$ cat config.mk
export PLATFORM = sky130hd
export DESIGN_NAME = hazard_ctrl
export DESIGN_NICKNAME = d
export VERILOG_FILES = /design/src/rtl/hazard_pkg.sv /design/src/rtl/hazard_detect.sv /design/src/rtl/hazard_ctrl.sv
export SDC_FILE = /design/constraint.sdc
export NUM_CORES = 1
export LEC_CHECK = 0
export CORE_MARGIN = 2
export CORE_UTILIZATION = 42
export CTS_BUF_LIST = sky130_fd_sc_hd__clkbuf_8
export CTS_CLUSTER_DIAMETER = 50
export DETAILED_ROUTE_END_ITERATION = 12
export GPL_ROUTABILITY_DRIVEN = 0
export PLACE_DENSITY_LB_ADDON = 0.15
export SLEW_MARGIN = 30
export SYNTH_ARGS = -nofsm -noshare
export SYNTH_HDL_FRONTEND = slang
export SYNTH_SLANG_ARGS = --single-unit
$ cat constraint.sdc
create_clock -name clk -period 2.01 [get_ports clk]
set_input_delay 0.201 -clock clk [delete_from_list [all_inputs] [get_ports clk]]
set_output_delay 0.201 -clock clk [all_outputs]
set_load 0.1 [all_outputs]
$ cat src/rtl/hazard_pkg.sv
// Shared encodings for the MIPS hazard controller: FSM states, opcodes, NOP pattern.
package hazard_pkg;

  typedef enum logic {RUN = 1'b0, STALL = 1'b1} state_t;

  localparam logic [5:0] OP_RTYPE = 6'b000000;
  localparam logic [5:0] OP_BEQ   = 6'b000100;
  localparam logic [5:0] OP_BNE   = 6'b000101;
  localparam logic [5:0] OP_J     = 6'b000010;
  localparam logic [5:0] OP_JAL   = 6'b000011;
  localparam logic [5:0] OP_LW    = 6'b100011;
  localparam logic [5:0] OP_SW    = 6'b101011;

  localparam logic [5:0]  NOP_CTR   = 6'b111111;
  localparam logic [31:0] NOP_INSTR = 32'hFC000000;

  // $0 is hardwired to zero, so a write to it can never create a dependence.
  function automatic logic reg_match(logic [4:0] w, logic [4:0] rs, logic [4:0] rt,
                                     logic uses_rt);
    return (w != 5'd0) && ((w == rs) || (uses_rt && (w == rt)));
  endfunction

endpackage

$ cat src/rtl/hazard_detect.sv
// Opcode decode plus EX/MEM dependence check; yields required stall length.
module hazard_detect
  import hazard_pkg::*;
(
  input  logic [5:0] id_op,
  input  logic [4:0] id_rs,
  input  logic [4:0] id_rt,
  input  logic       ex_memread,
  input  logic       ex_regwrite,
  input  logic [4:0] ex_wreg,
  input  logic       mem_memread,
  input  logic [4:0] mem_wreg,
  output logic [1:0] n_stall,
  output logic       is_branch,
  output logic       is_jump
);

  logic uses_rt, ex_hit, mem_hit;

  always_comb begin
    is_branch = (id_op == OP_BEQ) || (id_op == OP_BNE);
    is_jump   = (id_op == OP_J) || (id_op == OP_JAL);
    uses_rt   = (id_op == OP_RTYPE) || is_branch || (id_op == OP_SW);
    ex_hit    = reg_match(ex_wreg, id_rs, id_rt, uses_rt);
    mem_hit   = reg_match(mem_wreg, id_rs, id_rt, uses_rt);

    // Branches resolve in ID, so they also wait on ALU results and on loads in MEM.
    n_stall = 2'd0;
    if (ex_memread && ex_hit && is_branch)        n_stall = 2'd2;
    else if (ex_memread && ex_hit)                n_stall = 2'd1;
    else if (ex_regwrite && ex_hit && is_branch)  n_stall = 2'd1;
    else if (mem_memread && mem_hit && is_branch) n_stall = 2'd1;
  end

endmodule

$ cat src/rtl/hazard_ctrl.sv
// Hazard controller: stall sequencing FSM, Mealy pipeline controls, event counters.
module hazard_ctrl
  import hazard_pkg::*;
#(
  parameter int CNT_W = 16
) (
  input  logic             clk,
  input  logic             rst,
  input  logic [5:0]       id_op,
  input  logic [4:0]       id_rs,
  input  logic [4:0]       id_rt,
  input  logic             id_branch_taken,
  input  logic             ex_memread,
  input  logic             ex_regwrite,
  input  logic [4:0]       ex_wreg,
  input  logic             mem_memread,
  input  logic [4:0]       mem_wreg,
  input  logic             hold,
  output logic             pc_write,
  output logic             ifid_write,
  output logic             ifid_flush,
  output logic             idex_bubble,
  output logic [CNT_W-1:0] stall_cnt,
  output logic [CNT_W-1:0] flush_cnt
);

  state_t     state;
  logic [1:0] left;
  logic [1:0] n_stall;
  logic       is_branch, is_jump;
  logic       stall_evt, flush_evt;

  hazard_detect u_detect (
    .id_op       (id_op),
    .id_rs       (id_rs),
    .id_rt       (id_rt),
    .ex_memread  (ex_memread),
    .ex_regwrite (ex_regwrite),
    .ex_wreg     (ex_wreg),
    .mem_memread (mem_memread),
    .mem_wreg    (mem_wreg),
    .n_stall     (n_stall),
    .is_branch   (is_branch),
    .is_jump     (is_jump)
  );

  always_comb begin
    stall_evt = !rst && !hold && ((state == STALL) || (n_stall != 2'd0));
    flush_evt = !rst && !hold && (state == RUN) && (n_stall == 2'd0) &&
                (is_jump || (is_branch && id_branch_taken));

    pc_write    = 1'b1;
    ifid_write  = 1'b1;
    ifid_flush  = 1'b0;
    idex_bubble = 1'b0;
    if (rst) begin
      pc_write    = 1'b0;
      ifid_write  = 1'b0;
      ifid_flush  = 1'b1;
      idex_bubble = 1'b1;
    end else if (hold) begin
      pc_write    = 1'b0;
      ifid_write  = 1'b0;
    end else if (stall_evt) begin
      pc_write    = 1'b0;
      ifid_write  = 1'b0;
      idex_bubble = 1'b1;
    end else if (flush_evt) begin
      ifid_flush  = 1'b1;
    end
  end

  // Only N=2 needs the STALL state; N=1 is fully covered by the detection cycle.
  always_ff @(posedge clk or posedge rst) begin
    if (rst) begin
      state     <= RUN;
      left      <= 2'd0;
      stall_cnt <= '0;
      flush_cnt <= '0;
    end else if (!hold) begin
      case (state)
        RUN: if (n_stall == 2'd2) begin
          state <= STALL;
          left  <= 2'd1;
        end
        STALL: begin
          left <= left - 2'd1;
          if (left <= 2'd1) state <= RUN;
        end
        default: state <= RUN;
      endcase
      if (stall_evt && (stall_cnt != '1)) stall_cnt <= stall_cnt + CNT_W'(1);
      if (flush_evt && (flush_cnt != '1)) flush_cnt <= flush_cnt + CNT_W'(1);
    end
  end

endmodule

==> flow_summary.json <==
{
  "antennaDiodeCount": 0,
  "ys_seq_frac": 0.4364,
  "num-nonclk-inverters": 8,
  "reg2reg_from": "flush_cnt[8]",
  "comb_area_frac": 0.3743,
  "fillCellCount": 365,
  "p_leak_nw": 1.524,
  "cts_setup_buffers": 8,
  "drv_cap": 0,
  "crit_fanout": 4,
  "r2r_cells": 8,
  "yosys.area_share.simple": 0.2138,
  "critPathKind": "in2out",
  "drive_gt1_frac": 0.5329,
  "vias_per_cell": 5.123,
  "areaGrowthSynthToFinish_pct": 62.41,
  "hp-class": "in2async",
  "seqCellArea_sq_um": 927.1,
  "antenna_left": 0,
  "chipArea_sq_um": 5347,
  "crit_cells": 7,
  "crit_path_start": "mem_wreg[0]",
  "ys_warn_count": 0,
  "ys_sh_aoi": 0.05175,
  "ctsLongestPathBuffers": 2,
  "slowest_delay_ns": 0.53,
  "cts_tree": "done",
  "ff_type": "dfrtp_1",
  "grt_pass1_vias": 1885,
  "finalSetupViolCount": 2,
  "relSlewSlack": 0.8135,
  "fp_util": 0.4306,
  "top_area_frac": 0.4364,
  "tns_ns": -0.02930,
  "finalHoldViolations": 0,
  "violations": "negative setup slack",
  "dominant-cell-class": "logic gates",
  "dp_slack_ns": -0.3670,
  "synthAdderAreaFrac": 0.01870,
  "logic_area_sq_um": 1220,
  "hpwlAfterDp_um": 3915,
  "grt_max_degree": 23,
  "critPathBufInv": 2,
  "crit_end": "pc_write",
  "path_cells": "buf_6, or4_4, o211ai_2, o21ai_2, or2_4, nor3_4, buf_12",
  "cp.required_ns": 1.81,
  "rsz0062_at_grt": "true",
  "outcome": "finished with violations",
  "edf_count": 0,
  "cp_slowest_cell": "or4_4",
  "period_needed_ns": 2.027,
  "logic_gates": 157,
  "async_flop_share": 1.000,
  "setup_slack_ns": -0.01697,
  "tightest_slew_ns": 0.2788,
  "drt-initial-drc-count": 41,
  "drc": 0,
  "ctsHtreeMaxLevel": 2,
  "reg2reg_to": "flush_cnt[13]",
  "syn_area_per_cell_sq_um": 9.838,
  "final_net_count": 354,
  "synth_cell_types": 34,
  "most_common_cell": "dfrtp_1",
  "cts_root_buffer": "clkbuf_8",
  "period_used_share": 1.008,
  "firstDrtPassIters": 4,
  "buffers": 111,
  "post-synth-top-area-cell": "dfrtp_1",
  "path_clk_slew_ns": 0.07,
  "track_usage": 0.2022,
  "top_cells_by_area": "dfrtp_1 (44%), xor2_1 (12%), xnor2_1 (9.6%), nand3_1 (3.5%), nand2_1 (3.0%)",
  "io_buffer_count": 68,
  "ys_seq_elements": 35,
  "warning_count": 29,
  "num_tap_cells": 54
}
-- placed cells by master, fill, tap and decap left out, types with 9 or more instances in the layout --
cell type       n
buf_4          70
xor2_1         26
xnor2_1        22
dfrtp_2        20
nand2_1        11
nor2_1         11
dlygate4sd2_1  10
nand4_1         9
inv_1           9
clkbuf_2        9
-- where the power goes --
| part | switching (W) | internal [W] |
|---|---|---|
| Sequential | 0.0000304 | 0.000754 |
| Combinational | 0.000364 | 0.000199 |
| Clock | 0.000254 | 0.000237 |
| Total | 0.000648 | 0.00119 |
-- registers in the layout, indices dropped and copies added (netlist names) --
register and cells:
left 2, stall_cnt 16, flush_cnt 16, state 1
-- layer usage --
metal	vias up	wire (um)	track usage
met5	-	0	0
met3	8	212	0.04558
met2	39	2697	0.3423
met1	926	2271	0.2515
li1	938	-	-
met4	0	90	0.07202
power_grid.png
Scale bar: 20 um. Pins as bars on the die edge. Tap cells in grey.
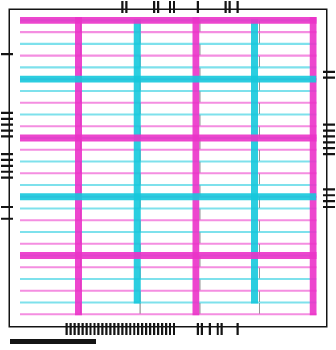
- VSS: magenta
- VDD: cyan
- met5 straps: 5
- met1 rails: 26
- met4 straps: 5
- tap cells: 54
core region area: 4661 sq um
Die Y: 73.13 um
Peak VDD IR: 689.6 uV
Die Wd: 73.13 um

placement_by_type.png
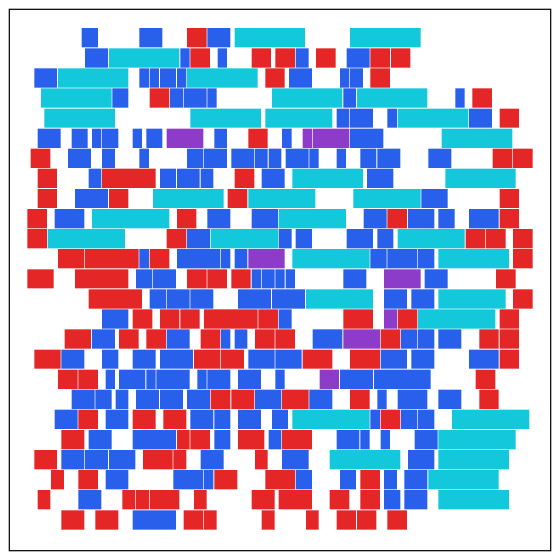
- flops: cyan (cells 35; share of their area 29%)
- other buffers and delay cells: red (cells 111; share of their area 29%)
- combinational and other logic: blue (cells 165; share of their area 39%)
- clock drivers and dummy loads: purple (cells 8; share of their area 2.7%)
final core utilization: 0.6993
final instance area: 3259 sq um
Rows: 25
Seq/total area: 0.2845

clk_routes.png
Scale bar: 20 um.
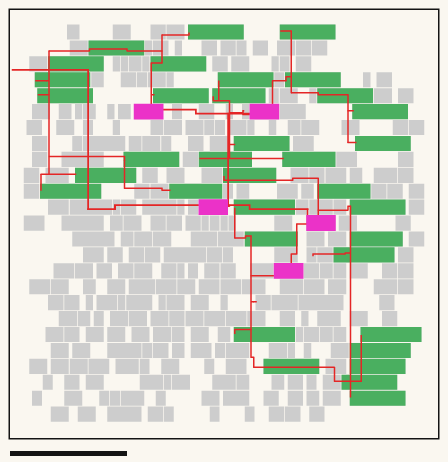
- clock wires: red (length 455 um)
- clock drivers: magenta (count 5)
- flip-flops: green (count 35)
- flops lie: widely spread
- routed clock nets: 6
clock share of power: 0.267
clock network power: 0.000491 W
Worst Skew: 0.007015 ns

wires.png
Scale bar: 20 um. Two of the layers only.
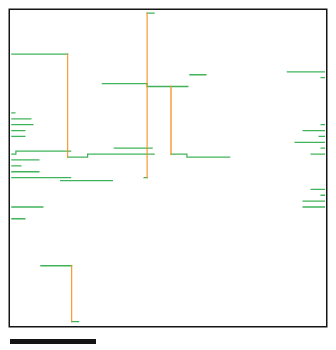
- metal 3: green (wire length 212 um)
- metal 4: orange (wire length 90.4 um)
via count: 1911
drt wl/cell: 14.13 um
Total Wirelength: 5272 um

clocks.png
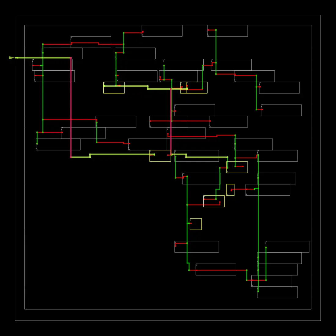
Clk Latency, worst-skew pair: 0.28 ns
CTS buffer count: 5
sequential cells: 35
clock buf count: 5
clock sinks: 35

Power is estimated from default activity; no workload was simulated.
